`config.mk`:
```
export PLATFORM = sky130hd
export DESIGN_NAME = noc_packet_collector
export DESIGN_NICKNAME = d
export VERILOG_FILES = /design/src/rtl/noc_pkg.sv /design/src/rtl/collector_fifo.sv /design/src/rtl/noc_packet_collector.sv
export SDC_FILE = /design/constraint.sdc
export NUM_CORES = 1
export LEC_CHECK = 0
export CAP_MARGIN = 20
export CORE_AREA = 5 5 216 218
export CTS_BUF_LIST = sky130_fd_sc_hd__clkbuf_16
export DETAILED_ROUTE_END_ITERATION = 6
export DIE_AREA = 0 0 221 223
export GPL_TIMING_DRIVEN = 0
export RECOVER_POWER = 100
export SLEW_MARGIN = 20
export SYNTH_ARGS = -nofsm -noshare
export SYNTH_HDL_FRONTEND = slang
export SYNTH_SLANG_ARGS = --single-unit
```
`constraint.sdc`:
```
create_clock -name clk -period 9.1 [get_ports clk]
set_input_delay 1.82 -clock clk [delete_from_list [all_inputs] [get_ports clk]]
set_output_delay 1.82 -clock clk [all_outputs]
set_load 0.01 [all_outputs]
```
`src/rtl/noc_pkg.sv`:
```
// Shared definitions for the NoC packet collector.
// Holds the capture FSM state type, the default field widths and the default
// field offsets inside PacketIn (payload at the bottom, then sender, then packet id).
package noc_pkg;

    // Capture handshake states
    typedef enum logic {
        WAIT_REQ = 1'b0,
        GRANT    = 1'b1
    } state_e;

    localparam logic [5:0]  ROUTER_ID_DEF = 6'b001_001;
    localparam int unsigned DATA_W_DEF    = 9;
    localparam int unsigned SID_W_DEF     = 6;
    localparam int unsigned PID_W_DEF     = 10;
    localparam int unsigned PACKET_W_DEF  = 26;
    localparam int unsigned TS_W_DEF      = 16;
    localparam int unsigned DEPTH_DEF     = 4;
    localparam int unsigned CNT_W_DEF     = 16;

    // Default field offsets inside PacketIn
    localparam int unsigned DATA_LSB_DEF  = 0;
    localparam int unsigned SID_LSB_DEF   = DATA_W_DEF;
    localparam int unsigned PID_LSB_DEF   = DATA_W_DEF + SID_W_DEF;

endpackage

```
`src/rtl/collector_fifo.sv`:
```
// Synchronous first-word-fall-through FIFO used as the collector's receive buffer.
// Ports: clk/rst (async active-high), push/din write side, pop/dout read side
// (dout is the head entry), count/full/empty occupancy status.
// When empty, dout shows the most recently popped entry so the read side holds
// its last value.
module collector_fifo #(
    parameter int unsigned WIDTH = 8,
    parameter int unsigned DEPTH = 4
) (
    input  logic                     clk,
    input  logic                     rst,
    input  logic                     push,
    input  logic [WIDTH-1:0]         din,
    input  logic                     pop,
    output logic [WIDTH-1:0]         dout,
    output logic [$clog2(DEPTH):0]   count,
    output logic                     full,
    output logic                     empty
);

    localparam int unsigned PTR_W = $clog2(DEPTH);
    localparam int unsigned OCC_W = PTR_W + 1;

    logic [WIDTH-1:0] mem_q [DEPTH];
    logic [WIDTH-1:0] mem_d [DEPTH];
    logic [PTR_W-1:0] wr_ptr_q, wr_ptr_d;
    logic [PTR_W-1:0] rd_ptr_q, rd_ptr_d;
    logic [PTR_W-1:0] last_ptr_c;
    logic [OCC_W-1:0] count_q, count_d;
    logic             do_push_c;
    logic             do_pop_c;

    assign empty = (count_q == '0);
    assign full  = (count_q == OCC_W'(DEPTH));
    assign count = count_q;

    // A push while full is accepted only when a pop frees the slot on the same edge
    assign do_pop_c  = pop & ~empty;
    assign do_push_c = push & (~full | do_pop_c);

    // Slot of the last popped entry, shown while empty
    assign last_ptr_c = rd_ptr_q - PTR_W'(1);
    assign dout       = empty ? mem_q[last_ptr_c] : mem_q[rd_ptr_q];

    // Next-state for storage, pointers and occupancy
    always_comb begin
        mem_d    = mem_q;
        wr_ptr_d = wr_ptr_q;
        rd_ptr_d = rd_ptr_q;
        if (do_push_c) begin
            mem_d[wr_ptr_q] = din;
            wr_ptr_d        = wr_ptr_q + PTR_W'(1);
        end
        if (do_pop_c) begin
            rd_ptr_d = rd_ptr_q + PTR_W'(1);
        end
        count_d = count_q + OCC_W'(do_push_c) - OCC_W'(do_pop_c);
    end

    always_ff @(posedge clk or posedge rst) begin
        if (rst) begin
            for (int i = 0; i < int'(DEPTH); i++) begin
                mem_q[i] <= '0;
            end
            wr_ptr_q <= '0;
            rd_ptr_q <= '0;
            count_q  <= '0;
        end else begin
            mem_q    <= mem_d;
            wr_ptr_q <= wr_ptr_d;
            rd_ptr_q <= rd_ptr_d;
            count_q  <= count_d;
        end
    end

endmodule

```
`src/rtl/noc_packet_collector.sv`:
```
// Packet sink at a router Local port.
// Captures PacketIn on the ReqUpStr/GntUpStr handshake, stamps it with the
// free-running cycle counter and queues it for the PE; keeps receive and
// high-water statistics.
// Ports: clk, reset (async active-high); PacketIn/ReqUpStr/GntUpStr/UpStrFull
// router side; OutValid/OutReady/OutData/OutSenderID/OutPacketID/OutArrival
// PE side; RxCount, HighWater statistics; MyID constant router position.
module noc_packet_collector import noc_pkg::*; #(
    parameter logic [5:0]  ROUTER_ID = ROUTER_ID_DEF,
    parameter int unsigned DATA_W    = DATA_W_DEF,
    parameter int unsigned SID_W     = SID_W_DEF,
    parameter int unsigned PID_W     = PID_W_DEF,
    parameter int unsigned PACKET_W  = PACKET_W_DEF,
    parameter int unsigned TS_W      = TS_W_DEF,
    parameter int unsigned DEPTH     = DEPTH_DEF,
    parameter int unsigned CNT_W     = CNT_W_DEF
) (
    input  logic                   clk,
    input  logic                   reset,
    input  logic [PACKET_W-1:0]    PacketIn,
    input  logic                   ReqUpStr,
    output logic                   GntUpStr,
    output logic                   UpStrFull,
    output logic                   OutValid,
    input  logic                   OutReady,
    output logic [DATA_W-1:0]      OutData,
    output logic [SID_W-1:0]       OutSenderID,
    output logic [PID_W-1:0]       OutPacketID,
    output logic [TS_W-1:0]        OutArrival,
    output logic [CNT_W-1:0]       RxCount,
    output logic [$clog2(DEPTH):0] HighWater,
    output logic [5:0]             MyID
);

    localparam int unsigned OCC_W    = $clog2(DEPTH) + 1;
    localparam int unsigned FIELDS_W = PID_W + SID_W + DATA_W;
    localparam int unsigned ENTRY_W  = FIELDS_W + TS_W;
    localparam int unsigned SID_LSB  = DATA_W;
    localparam int unsigned PID_LSB  = DATA_W + SID_W;

    state_e              state_q, state_d;
    logic                gnt_q, gnt_d;
    logic [TS_W-1:0]     ts_q, ts_d;
    logic [CNT_W-1:0]    rx_q, rx_d;
    logic [OCC_W-1:0]    hw_q, hw_d;

    logic [ENTRY_W-1:0]  entry_in_c;
    logic [ENTRY_W-1:0]  head_c;
    logic [OCC_W-1:0]    occ_c;
    logic [OCC_W-1:0]    occ_next_c;
    logic                full_c;
    logic                empty_c;
    logic                push_c;
    logic                pop_c;
    logic                unused_packet_bits;

    // Spare PacketIn bits above the fields are deliberately dropped
    assign unused_packet_bits = ^PacketIn;

    assign entry_in_c = {ts_q, PacketIn[FIELDS_W-1:0]};

    // Capture only from WAIT_REQ with room; a pop on the same edge does not
    // open a slot for the router because UpStrFull is already asserted
    assign push_c     = (state_q == WAIT_REQ) & ReqUpStr & ~full_c;
    assign pop_c      = OutReady & ~empty_c;
    assign occ_next_c = occ_c + OCC_W'(push_c) - OCC_W'(pop_c);

    collector_fifo #(
        .WIDTH (ENTRY_W),
        .DEPTH (DEPTH)
    ) u_fifo (
        .clk   (clk),
        .rst   (reset),
        .push  (push_c),
        .din   (entry_in_c),
        .pop   (pop_c),
        .dout  (head_c),
        .count (occ_c),
        .full  (full_c),
        .empty (empty_c)
    );

    // Handshake FSM, cycle counter and statistics next-state
    always_comb begin
        state_d = state_q;
        gnt_d   = 1'b0;
        ts_d    = ts_q + TS_W'(1);
        rx_d    = rx_q;
        hw_d    = hw_q;
        case (state_q)
            WAIT_REQ: begin
                if (push_c) begin
                    gnt_d   = 1'b1;
                    state_d = GRANT;
                end
            end
            GRANT: begin
                state_d = WAIT_REQ;
            end
            default: begin
                state_d = WAIT_REQ;
            end
        endcase
        if (push_c && (rx_q != '1)) begin
            rx_d = rx_q + CNT_W'(1);
        end
        if (occ_next_c > hw_q) begin
            hw_d = occ_next_c;
        end
    end

    always_ff @(posedge clk or posedge reset) begin
        if (reset) begin
            state_q <= WAIT_REQ;
            gnt_q   <= 1'b0;
            ts_q    <= '0;
            rx_q    <= '0;
            hw_q    <= '0;
        end else begin
            state_q <= state_d;
            gnt_q   <= gnt_d;
            ts_q    <= ts_d;
            rx_q    <= rx_d;
            hw_q    <= hw_d;
        end
    end

    assign GntUpStr    = gnt_q;
    assign UpStrFull   = full_c;
    assign OutValid    = ~empty_c;
    assign OutData     = head_c[DATA_W-1:0];
    assign OutSenderID = head_c[SID_LSB +: SID_W];
    assign OutPacketID = head_c[PID_LSB +: PID_W];
    assign OutArrival  = head_c[FIELDS_W +: TS_W];
    assign RxCount     = rx_q;
    assign HighWater   = hw_q;
    assign MyID        = ROUTER_ID;

endmodule
```
==> flow_summary.toml <==
# physical design summary
[global_route]
grt_antenna_before_repair = 1
gr-total-overflow = 0
grt_pass1_wl_mm = 44.1

[synth]
xor_share = 0.0261
topCellsByArea = "dfrtp_1, mux4_2, mux2_4, mux2_2, nand2_1"
ff_type = "dfrtp_1"
yosys-stat-area_um2 = 11400
common_cells = "dfrtp_1, nand2_1, mux2_4"
yosysMostFrequentCell = "dfrtp_1"
synth.distinct_cells = 43

[critical_path]
start_kind = "flop"
r2r_end = "HighWater[0]"
crit_type = "flop to output pin"
ff2ff_path_depth = 14
crit_required_ps = 7280

[drt]
vias_per_cell = 4.39

[timing]
setup_viol = 0
hold_slack_ps = 500
rsz0062_at_grt = "false"

[cts]
clkSinkCount = 207

[power_and_ir_drop]
total_power_uw = 4640
p_sw_frac = 0.348
seqPwrFrac = 0.321

[die]
fp.dieH_um = 223

[status]
outcome = "finished clean"

[hold_path]
hp-class = "flop to flop"
worst_hold_path.endpoint = "RxCount[11]"

[layout]
regMostFlops = "u_fifo.mem_q"
final_cell_mix = "dfrtp_1, nand2_1, mux2_1"
nFillCells = 4643

[place]
postPlaceCellArea_um2 = 13200
==> cell type report <==
| type | instances | area share |
|---|---|---|
| Multi-Input combinational cell | 501 | 0.391 |
| Sequential cell | 207 | 0.390 |
| Timing Repair Buffer | 93 | 0.0727 |
| Tap cell | 600 | 0.0565 |
| Clock buffer | 26 | 0.0490 |
| Buffer | 57 | 0.0195 |
| Clock inverter | 21 | 0.0153 |
| Inverter | 20 | 0.00612 |
| Antenna cell | 1 | 0.000188 |
==> critical path, cell delays in order, from the launching register on <==
cell,delay (ps)
dfrtp_1,470
nor3_1,1030
clkinv_1,700
clkbuf_1,440
nand2_1,140
nand2_1,130
dlygate4sd3_1,640
==> per-layer routing <==
metal,vias to the layer above,GRT usage
met2,122,0.189
li1,3062,-
met1,3482,0.147
met5,-,0
met3,27,0.0224
met4,0,0.0238
sizing.png
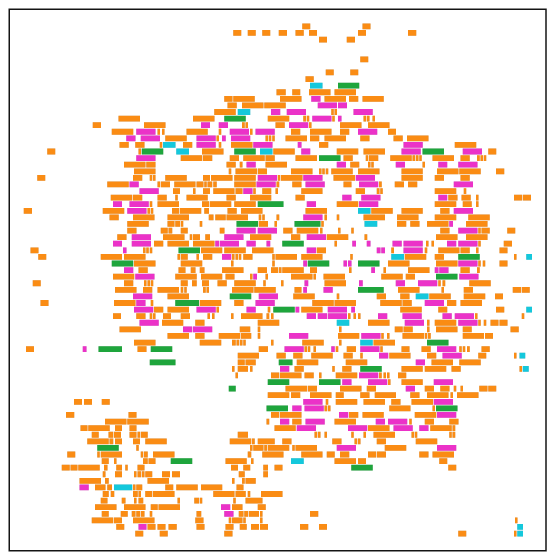
- x3 and x4: cyan (cells 19; share 2.1%; most used mux2_4)
- x1 and smaller: orange (cells 718; share 78%; most used dfrtp_1)
- x2: magenta (cells 154; share 17%; most used mux4_2)
- x6 and larger: green (cells 34; share 3.7%; most used clkbuf_16)
design area: 13,300 um^2
worst setup margin: 3210 ps
Layout area overhead: 16.3%
Buffers excl. clock: 150

m2.png
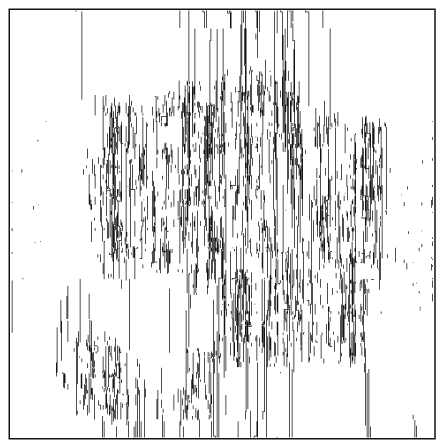
- main direction: vertical
- wire length on this layer: 13,700 um
- nets with wire on the layer: 811
- longest straight run: 73.1 um
- share of all routed wire: 50%
DR vias: 6,693
Routed WL: 27.7 mm
met2 usage in global routing: 0.189

clock_nets.png
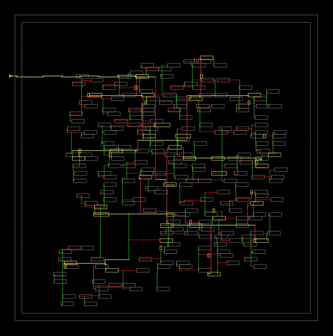
flip-flops: 207
CTS Buf Count: 26
layout clock buffer count: 26
Clock Skew: 19.8 ps
Insertion Delay late pin: 540 ps

